### config.mk
export PLATFORM = sky130hd
export DESIGN_NAME = mux_n_to_1_scan_flat
export DESIGN_NICKNAME = d
export VERILOG_FILES = /design/src/rtl/mux_n_to_1_scan_pkg.sv /design/src/rtl/mux_n_to_1_scan_if.sv /design/src/rtl/mux_n_to_1_scan_dwell_counter.sv /design/src/rtl/mux_n_to_1_scan.sv /design/src/flat_wrapper.sv
export SDC_FILE = /design/constraint.sdc
export NUM_CORES = 1
export LEC_CHECK = 0
export CORE_MARGIN = 2
export CORE_UTILIZATION = 28
export CTS_CLUSTER_DIAMETER = 40
export DETAILED_ROUTE_END_ITERATION = 7
export GPL_ROUTABILITY_DRIVEN = 0
export PLACE_DENSITY = 0.47
export SKIP_CTS_REPAIR_TIMING = 1
export SYNTH_ARGS = -nofsm -noshare
export SYNTH_HDL_FRONTEND = slang
export SYNTH_SLANG_ARGS = --single-unit
### constraint.sdc
create_clock -name clk -period 3.47 [get_ports clk]
set_input_delay 0.5205 -clock clk [delete_from_list [all_inputs] [get_ports clk]]
set_output_delay 0.5205 -clock clk [all_outputs]
set_load 0.005 [all_outputs]
### src/rtl/mux_n_to_1_scan_pkg.sv
// mux_n_to_1_scan_pkg: shared state encodings, mode constants and helpers for the scanning mux
package mux_n_to_1_scan_pkg;
    typedef enum logic [1:0] {
        ST_MANUAL = 2'd0,
        ST_SCAN   = 2'd1,
        ST_HOLD   = 2'd2
    } state_t;
    localparam logic MODE_MANUAL = 1'b0;
    localparam logic MODE_SCAN   = 1'b1;
    localparam int   DWELL_50MHZ = 50_000_000;
    function automatic int cnt_w(input int dwell);
        return dwell > 1 ? $clog2(dwell) : 1;
    endfunction
endpackage

### src/rtl/mux_n_to_1_scan_if.sv
// mux_n_to_1_scan_if: data/select/control bundle of the scanning mux
//   din     : packed inputs, input i at din[i*WIDTH +: WIDTH]
//   sel_in  : manual select      mode : 0 manual, 1 auto-scan
//   hold    : freeze scan        dout : registered mux output
//   sel_out : active select      tick : one-cycle pulse per scan step
interface mux_n_to_1_scan_if #(
    parameter int WIDTH = 3,
    parameter int N_IN  = 4
);
    localparam int SEL_W = $clog2(N_IN);
    logic [N_IN*WIDTH-1:0] din;
    logic [SEL_W-1:0]      sel_in;
    logic                  mode;
    logic                  hold;
    logic [WIDTH-1:0]      dout;
    logic [SEL_W-1:0]      sel_out;
    logic                  tick;
    modport master (output din, sel_in, mode, hold, input dout, sel_out, tick);
    modport slave  (input din, sel_in, mode, hold, output dout, sel_out, tick);
endinterface

### src/rtl/mux_n_to_1_scan_dwell_counter.sv
// mux_n_to_1_scan_dwell_counter: free-running dwell timer that pulses tick on its last count
//   clk, rst_n : clock, asynchronous active-low reset
//   clr        : force count to 0 (priority over en)
//   en         : advance count; wraps DWELL-1 -> 0
//   tick       : high while en and count == DWELL-1 (the wrapping cycle)
module mux_n_to_1_scan_dwell_counter
    import mux_n_to_1_scan_pkg::*;
#(
    parameter int DWELL = DWELL_50MHZ
) (
    input  logic clk,
    input  logic rst_n,
    input  logic clr,
    input  logic en,
    output logic tick
);
    localparam int CW = cnt_w(DWELL);
    logic [CW-1:0] cnt_q, cnt_d;
    always_comb begin
        tick  = en && cnt_q == CW'(DWELL - 1);
        cnt_d = clr ? '0 : !en ? cnt_q : tick ? '0 : cnt_q + 1'b1;
    end
    always_ff @(posedge clk or negedge rst_n)
        if (!rst_n) cnt_q <= '0;
        else        cnt_q <= cnt_d;
endmodule

### src/rtl/mux_n_to_1_scan.sv
// mux_n_to_1_scan: registered N-to-1 mux with manual select or timed auto-scan with hold
//   clk, rst_n : clock, asynchronous active-low reset
//   bus        : slave side of mux_n_to_1_scan_if (din, sel_in, mode, hold in; dout, sel_out, tick out)
module mux_n_to_1_scan
    import mux_n_to_1_scan_pkg::*;
#(
    parameter int WIDTH = 3,
    parameter int N_IN  = 4,
    parameter int DWELL = DWELL_50MHZ
) (
    input logic              clk,
    input logic              rst_n,
    mux_n_to_1_scan_if.slave bus
);
    localparam int SEL_W = $clog2(N_IN);
    state_t           state_q, state_d;
    logic [SEL_W-1:0] sel_q, sel_d;
    logic [WIDTH-1:0] dout_q, dout_d;
    logic             tick_q;
    logic             clr, en, step;
    mux_n_to_1_scan_dwell_counter #(.DWELL(DWELL)) u_dwell (
        .clk   (clk),
        .rst_n (rst_n),
        .clr   (clr),
        .en    (en),
        .tick  (step)
    );
    always_ff @(posedge clk or negedge rst_n)
        if (!rst_n) state_q <= ST_MANUAL;
        else        state_q <= state_d;
    always_comb
        state_d = bus.mode == MODE_MANUAL ? ST_MANUAL : bus.hold ? ST_HOLD : ST_SCAN;
    // Actions follow the decoded state of this cycle's inputs, so a mode drop or hold
    // on the wrapping cycle suppresses the step on that same edge.
    always_comb begin
        clr    = state_d == ST_MANUAL;
        en     = state_d == ST_SCAN;
        sel_d  = state_d == ST_MANUAL ? (int'(bus.sel_in) < N_IN ? bus.sel_in : sel_q)
               : !step                ? sel_q
               : sel_q == SEL_W'(N_IN - 1) ? '0 : sel_q + 1'b1;
        dout_d = bus.din[int'(sel_q)*WIDTH +: WIDTH];
    end
    always_ff @(posedge clk or negedge rst_n)
        if (!rst_n) begin
            sel_q  <= '0;
            dout_q <= '0;
            tick_q <= 1'b0;
        end else begin
            sel_q  <= sel_d;
            dout_q <= dout_d;
            tick_q <= step;
        end
    assign bus.dout    = dout_q;
    assign bus.sel_out = sel_q;
    assign bus.tick    = tick_q && state_q == ST_SCAN;
endmodule

### src/flat_wrapper.sv
// flat-port wrapper written by rule: the top's interface ports become plain ports
module mux_n_to_1_scan_flat import mux_n_to_1_scan_pkg::*;
#(
    parameter int WIDTH = 3,
    parameter int N_IN  = 4,
    parameter int DWELL = DWELL_50MHZ
)
  (clk, rst_n, bus_din, bus_sel_in, bus_mode, bus_hold, bus_dout, bus_sel_out, bus_tick);
  mux_n_to_1_scan_if #(.WIDTH(WIDTH), .N_IN(N_IN)) bus_i ();
  input logic clk;
  input logic rst_n;
  input wire logic [$bits(bus_i.din)-1:0] bus_din;
  input wire logic [$bits(bus_i.sel_in)-1:0] bus_sel_in;
  input wire logic [$bits(bus_i.mode)-1:0] bus_mode;
  input wire logic [$bits(bus_i.hold)-1:0] bus_hold;
  output wire logic [$bits(bus_i.dout)-1:0] bus_dout;
  output wire logic [$bits(bus_i.sel_out)-1:0] bus_sel_out;
  output wire logic [$bits(bus_i.tick)-1:0] bus_tick;
  assign bus_i.din = bus_din;
  assign bus_i.sel_in = bus_sel_in;
  assign bus_i.mode = bus_mode;
  assign bus_i.hold = bus_hold;
  assign bus_dout = bus_i.dout;
  assign bus_sel_out = bus_i.sel_out;
  assign bus_tick = bus_i.tick;
  mux_n_to_1_scan #(.WIDTH(WIDTH), .N_IN(N_IN), .DWELL(DWELL)) u_core (.clk(clk), .rst_n(rst_n), .bus(bus_i));
endmodule
==> COMMIT_EDITMSG, run 1 <==
Store results of the implementation flow

* Group with the largest share of power: sequential cells
- The number of cells on the worst hold path is listed as 2.
- HPWL after detailed placement: ~3.3 mm
* Simple share: 30.3%
- In the final report, the number of hold violations comes to 0.
* Result of the run: complete, no violations
* Number of standard cells after synthesis: 186
* Worst setup path class: in -> reg
- The critical path maximum fanout is 7.
- Library cell with the largest summed area after synthesis: sky130_fd_sc_hd__dfrtp_1
* Detailed Routing Iterations Pass 1: 4
* Hold slack final: 555 ps
* Vias in the first global route: 1429
- Area taken by flip-flops and latches: 851 um^2
- 0 antenna diodes ended up in the layout.
- Net switching fraction of the power: 23.0%
* Chip area from the yosys synthesis statistics: 1830 um^2
- For this design the top-level I/O count stands at 24.
- Place WS: 880 ps
- Static timing analysis puts the maximum clock frequency at 436 MHz.
* Global routing usage summed across all routing layers: 13.6%
- The count of buffers added on input and output ports is 23.
- Number of setup violations in the final report: 0
- Nets still carrying antenna violations after routing amount to 0.
- Area leader share: 46.5%
- Share of the clock period used by the worst path after layout: 66.1%
* Power density over cell area: 350 nW/um^2
* Transition at the pin with the smallest max-transition slack: 641 ps
- Sequential share of the synthesized area: 46.5%
- Min-Delay Path Class: reg -> reg
* Adder Area Share: under 10%
- Post-synth EDFFs: 0
- In this run the clock root is driven by a sky130_fd_sc_hd__clkbuf_8.
- Switching power total: 0.000183 W
- Final Max Slew Viols: 0
- Per STA, the startpoint of the critical path is bus_hold.
* Post-synthesis to final-layout area growth: 23.9%
* Dominant comb cell: simple AND/OR/NAND/NOR gates
* Routed Wire Length: 4.53 mm
- Hold Path Sink: u_core.u_dwell.cnt_q[3]$_DFFE_PN0P_
- Reg with most FFs: u_core.u_dwell.cnt_q
* Static leakage power: approximately 0.93 nW
- AND-OR/OR-AND Cells, Area Fraction: 5.95%
* Length in cells of the worst reg-to-reg path: 6
* Post-route setup TNS: 0 ps
- Counting distinct cell types in the post-synthesis netlist gives approximately 44.
* XOR/XNOR share of the synthesized area: 8.61%
- The commonest register cell is sky130_fd_sc_hd__dfrtp_1.
- Per report_power, the combinational group accounts for 9.6% of the total.
- The initial antenna violation count came to 0.
- Global-route wire length before repair: roughly 7.6 mm
- The number of clock buffers added by TritonCTS is 5.
* Critical R2R Capture: u_core.u_dwell.cnt_q[20]$_DFFE_PN0P_
- Most numerous cell types in the synthesized netlist: sky130_fd_sc_hd__dfrtp_1, sky130_fd_sc_hd__nor2_1, sky130_fd_sc_hd__nand2_1, sky130_fd_sc_hd__xor2_1, sky130_fd_sc_hd__nand4_1
- Number of warnings the tools reported: 27
- Leftover overflow at the end of global routing: 0
- Including well taps, the total number of placed cells is 287.
- CP Launch Type: input pin
* Final critical path time including I/O delays and setup: 2290 ps
- Count of H-tree levels built during CTS: 2
- Effective utilization at floorplan: approximately 29%
- According to the floorplan report, the total die area is 7200 um^2.
- Startpoint of the lowest-slack hold path: u_core.u_dwell.cnt_q[3]$_DFFE_PN0P_
- Avg WL per Cell: 15.3 um
- Setup slack on the worst reg-to-reg path comes out at 1400 ps.
- For the sequential group, total power comes out at 0.000416 W.
- Source of the worst register-to-register timing path: u_core.u_dwell.cnt_q[0]$_DFFE_PN0P_
* Maximum number of pins on one net before global-route repair: 35
- Deepest clock path buffer count: 2
- Mux cell area share: about 4.2%
- During synthesis, Yosys emitted a total of 0 warnings.
* Cell with the most instances after synthesis: sky130_fd_sc_hd__dfrtp_1
* Syn Nets: ~210
* Share of final-layout standard cells stronger than drive strength 1: under 10%
* Largest register FFs: 26
- Mean Syn Cell Area: between 9 and 10 um^2
- Per the cell usage report, the commonest logic cell in the layout is sky130_fd_sc_hd__dfrtp_1.
- Ratio of routed vias to standard cells: 4.97
* Post-CTS clock slew at the launch and capture registers of the worst setup and hold paths: about 70 ps
- Kind of end point of the critical path: flop
- Insertion delay to the later sink of the worst-skew pair: roughly 280 ps
- Crit path capture: u_core.bus.sel_out[0]$_DFFE_PN0P_
- Leaving out filler cells and counting taps, the final layout contains 295.
* Final net count: 238
- TritonCTS built the clock tree.
- In this run, flip-flops and latches consume 52.4% of the power.
- By area the synthesized netlist is led by sky130_fd_sc_hd__dfrtp_1, sky130_fd_sc_hd__xor2_1, sky130_fd_sc_hd__nor2_1.
- The worst pin sits at a relative slew slack of 56.9%.
- Across all layers, the routed design uses 1466 vias.
- Internal Pwr Total: 0.000612 W
- Combined area of the multi-input logic cells: slightly above 900 um^2
* Area post-placement: 2180 um^2
* Unrepaired setup endpoints after global routing: false
* CTS Sinks: 34
- Per the Yosys statistics, synthesis produced 186 cells.
- Worst endpoint required time: 3680 ps
- Fill cell total of the finished layout: 647
- DRC: 0
* Reported max-cap violation count: 0
- Number of flip-flops and latches in the synthesized netlist: 34
- Top Layout Cells: sky130_fd_sc_hd__dfrtp_1, sky130_fd_sc_hd__nor2_1, sky130_fd_sc_hd__clkdlybuf4s50_1
- Setup slack closes at 1180 ps.
- The synthesis report gives the async set-or-reset register share as 100%.
- In this run, the clock network consumes 38.0% of the power.
* Data arrival time of the critical path: 2500 ps
- Overall power: ~0.0008 W
- Combinational power: ~0.000076 W
* DRC marker count from the first detailed-route iteration: 66
- The cell area that synthesis handed to floorplanning was 1830 um^2.
-- run 1: worst max-delay path, stage by stage --
cell and delay, ps:
sky130_fd_sc_hd__clkdlybuf4s50_1 540, sky130_fd_sc_hd__or4b_4 600, sky130_fd_sc_hd__nor4_4 200, sky130_fd_sc_hd__nand3_2 150, sky130_fd_sc_hd__or3_1 320, sky130_fd_sc_hd__a31oi_1 160
-- run 1: final cells by class --
type	instances	share of cell area, %
Multi-Input combinational cell	141	41.3
Sequential cell	34	37.5
Timing Repair Buffer	28	11.8
Tap cell	77	4.25
Clock buffer	7	3.81
Inverter	7	1.16
Clock inverter	1	0.221
-- run 1: layer usage --
metal,GRT usage (%),vias up,wire [um]
li1,-,731,-
met1,19.6,714,2170
met2,20.5,17,2190
met3,3.31,4,118
met4,3.46,0,51
met5,0,-,0
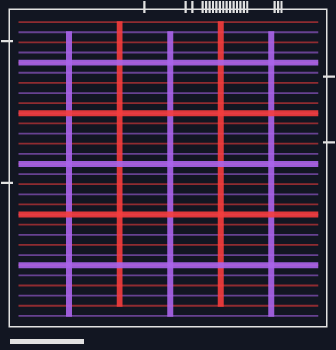
run_1/floorplan.png
Scale bar: 20 um. Pins as bars on the die edge.
Key: red = VDD; purple = VSS
The core has 29 rows. 5 straps on met4. 30 met1 rails follow the rows. 5 straps on met5. 24 signal pins sit on the boundary.
horizontal extent of the die: 84.9 um
vertical die dimension: 84.9 um
VDD IR-drop max: 0.000173 V
core area: 6350 um^2

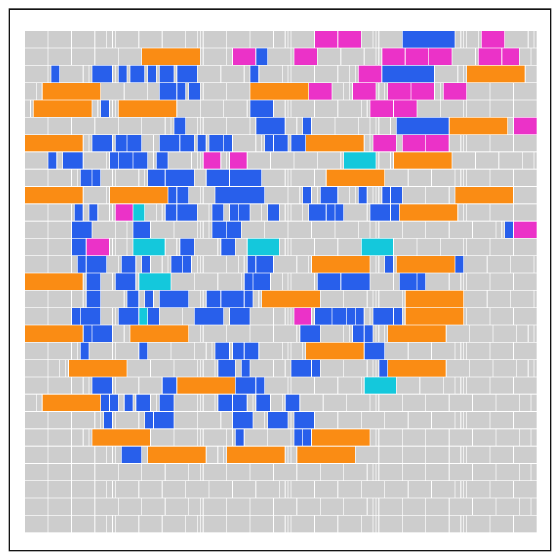
run_1/class_map.png
Fill, decap, tap and diode cells in gray.
Key: orange = registers [cells 34, share of their area 39%]; cyan = clock drivers and dummy loads [cells 8, share of their area 4.2%]; blue = remaining logic cells [cells 148, share of their area 44%]; magenta = remaining buffers and delay cells [cells 28, share of their area 12%]
Final Instance Area: 2270 um^2
post-layout utilization of the core: 35.7%
sequential cell area share: 37.5%
number of core rows: 29

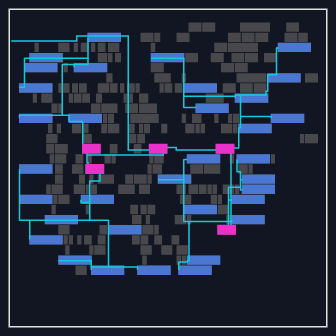
run_1/clock_wires.png
Key: magenta = clock-net drivers [count 5]; cyan = clock wires [length 500 um]; blue = flip-flops [count 34]
There are 6 routed clock nets.
clock-net power: 0.000302 W
Worst Skew: 5.01 ps

run_1/layers.png
Scale bar: 20 um. Only two layers are drawn.
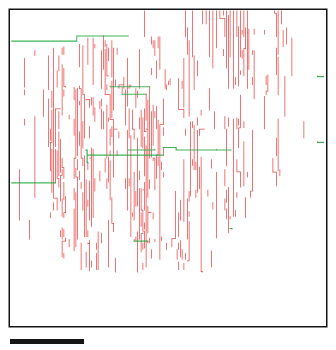

--- run 2 (diff from run 1) ---
==> constraint.sdc (replaced) <==
create_clock -name clk -period 2.3 [get_ports clk]
set_input_delay 0.345 -clock clk [delete_from_list [all_inputs] [get_ports clk]]
set_output_delay 0.345 -clock clk [all_outputs]
set_load 0.005 [all_outputs]
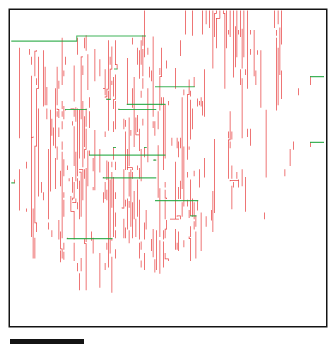
run_2/layers.png
Scale bar: 20 um. Only two layers are drawn.
Key: red = M2 [wire length 2110 um]; green = M3 [wire length 142 um]

==> run 2 against run 1 <==
- critical path depth did not move
- die area unchanged
- core utilization up 0.75 points
- via count rose by 3.1%
- worst setup slack lost 860 ps
- final cell count increased by 2.4%
- synthesized area is the same
==> COMMIT_EDITMSG, run 2 <==
Store results of the implementation flow

- Cell area after technology mapping: 1830 um^2 (unchanged)
- Area post-placement: 2240 um^2 (+2.8%)
* DRC marker count from the first detailed-route iteration: 72 (+9.1%)
* CP Launch Type: input pin
- Worst path setup slack after routing: 318 ps (-859 ps)
* TritonCTS clock tree: yes
- Most common library cell in the layout ignoring fill and taps: sky130_fd_sc_hd__dfrtp_1
- Area taken by flip-flops and latches: 851 um^2 (unchanged)
- The routing usage on met3 came to 3.79% (+0.49 points).
- AND-OR/OR-AND Cells, Area Fraction: 5.95% (unchanged)
* Fraction of registers with async set/reset: 100% (unchanged)
* Origin of the worst setup path: bus_hold
- Counting flops per register, the top entry is u_core.u_dwell.cnt_q.
- Reported max-cap violation count: 0 (unchanged)
* Result of the run: complete, no violations
* Net switching fraction of the power: 24.3% (+1.3 points)
- Post-synth EDFFs: 0 (unchanged)
- The worst setup path is captured at a flop.
- Critical R2R Capture: u_core.bus.sel_out[0]$_DFFE_PN0P_
- Share of final-layout standard cells stronger than drive strength 1: 12.9% (+3.3 points)
* Final critical path time including I/O delays and setup: 1980 ps
* Effective utilization at floorplan: 28.8% (unchanged)
- The timing report shows that the slowest cell on the worst path is sky130_fd_sc_hd__or4b_4.
* Worst setup path class: in -> reg
* Antenna violations before repair: 0 (unchanged)
- Number of buffers inserted during clock tree synthesis: 5 (unchanged)
- Fraction of power consumed by sequential logic: 53.6% (+1.2 points)
- The register share of the cell area came to 36.7% (-0.77 points).
* Wire length on met2: 2.11 mm (-3.6%)
* Boundary pin count: 24 (unchanged)
* Number of warnings the tools reported: 27 (unchanged)
* Fill cell total of the finished layout: 659 (+1.9%)
* Combinational share of cell area: 40.4% (-0.85 points)
* CTS Sinks: 34 (unchanged)
- Routed Antenna Nets: 0 (unchanged)
- Library cell with the largest summed area after synthesis: sky130_fd_sc_hd__dfrtp_1
- Static leakage power: 0.970 nW (+4.0%)
- Overall power: 0.00117 W (+48%)
- The arrival time at the worst endpoint was 2190 ps (-310 ps).
- The fraction of synthesized cell area in xor and xnor cells is 8.61% (unchanged).
- Setup slack, reg-to-reg: 380 ps (-1020 ps)
- P_seq: 0.000628 W (+51%)
- The met1 layer wirelength in the final routing is 2.29 mm (+5.8%).
- The via density per instance is 5.00 (+0.68%).
* Yosys cell count: 186 (unchanged)
- The minimum hold slack came to 468 ps (-87.2 ps).
- Adder Area Share: 2.05% (unchanged)
- Global-route wire length before repair: 7.68 mm (+1.0%)
- Combinational power: 0.000119 W (+56%)
* Final net count: 246 (+3.4%)
- Sorting the synthesized cells by how often they occur yields sky130_fd_sc_hd__dfrtp_1, sky130_fd_sc_hd__nor2_1, sky130_fd_sc_hd__nand2_1, sky130_fd_sc_hd__xor2_1, sky130_fd_sc_hd__nand4_1.
* Slowest cell delay on critical path: 560 ps (-40 ps)
* Internal Pwr Total: 0.000887 W (+45%)
* Number of tap cells added at floorplan: 77 (unchanged)
* Share of the clock period used by the worst path after layout: a little under nine tenths
- Part of the power in combinational logic: 10.2% (+0.6 points)
- Chip area from the yosys synthesis statistics: 1830 um^2 (unchanged)
- Post-CTS clock slew at the launch and capture registers of the worst setup and hold paths: 70 ps (about the same)
- VDD IR-drop max: 0.000215 V (+24%)
- Number of non-clock inverters in the layout: 7 (unchanged)
- The total number of placement rows came to 29 (unchanged).
- The post-route standard cell area excluding fillers came to 2320 um^2 (+2.1%).
* HPWL after detailed placement: 3.37 mm (+1.8%)
* Highest Clock Rate: 505 MHz
- Synth Flop Type: sky130_fd_sc_hd__dfrtp_1
- The share of the synthesized area in the top cell type came to 46.5% (unchanged).
* GR Util met1: 18.7% (-0.91 points)
- The biggest slice of the area belongs to combinational gates.
- Busiest grt layer: met2
* Post-layout utilization of the core: 36.5% (+0.75 points)
* Simple share: 30.3% (unchanged)
- Mean Syn Cell Area: 9.84 um^2 (unchanged)
- The synthesized netlist cell count came to 186 (unchanged).
* Total die area: 7200 um^2 (unchanged)
- The final-report hold violation count is 0 (unchanged).
- The final max-slew violation count is 0 (unchanged).
- Unrepaired setup endpoints after global routing: false
* Clk Tree Root Cell: sky130_fd_sc_hd__clkbuf_8
- Non-clk bufs: 36 (+29%)
- The number of flip-flops in the largest register is 26 (unchanged).
* Post-synthesis to final-layout area growth: 26.5%
* Routed Wire Length: 4.63 mm (+2.3%)
- Non-filler cells, final: 302 (+2.4%)
* Top Layout Cells: sky130_fd_sc_hd__dfrtp_1, sky130_fd_sc_hd__nor2_1, sky130_fd_sc_hd__clkdlybuf4s50_1
* Kind of cell with the highest combined delay on the critical path: simple AND/OR/NAND/NOR gates
## run 2: netlist changes by cell type in the layout (fill, tap and decap cells not counted), sizes merged
cell | before | now
clkinv | 1 | 2
clkbuf | 7 | 5
buf | 5 | 13
## run 2: worst max path at each step
stage	cells after the start	slack, ps	endpoint
after floorplan	5	510	u_core.bus.sel_out[0]$_DFFE_PN0P_
after global placement	6	40	u_core.bus.sel_out[0]$_DFFE_PN0P_
after detailed placement	6	10	u_core.bus.sel_out[0]$_DFFE_PN0P_
after CTS	6	320	u_core.bus.sel_out[0]$_DFFE_PN0P_
after global routing	7	240	u_core.u_dwell.cnt_q[6]$_DFFE_PN0P_
final	6	320	u_core.bus.sel_out[0]$_DFFE_PN0P_
Power figures rest on the tool's default switching activity, not on a simulated workload.
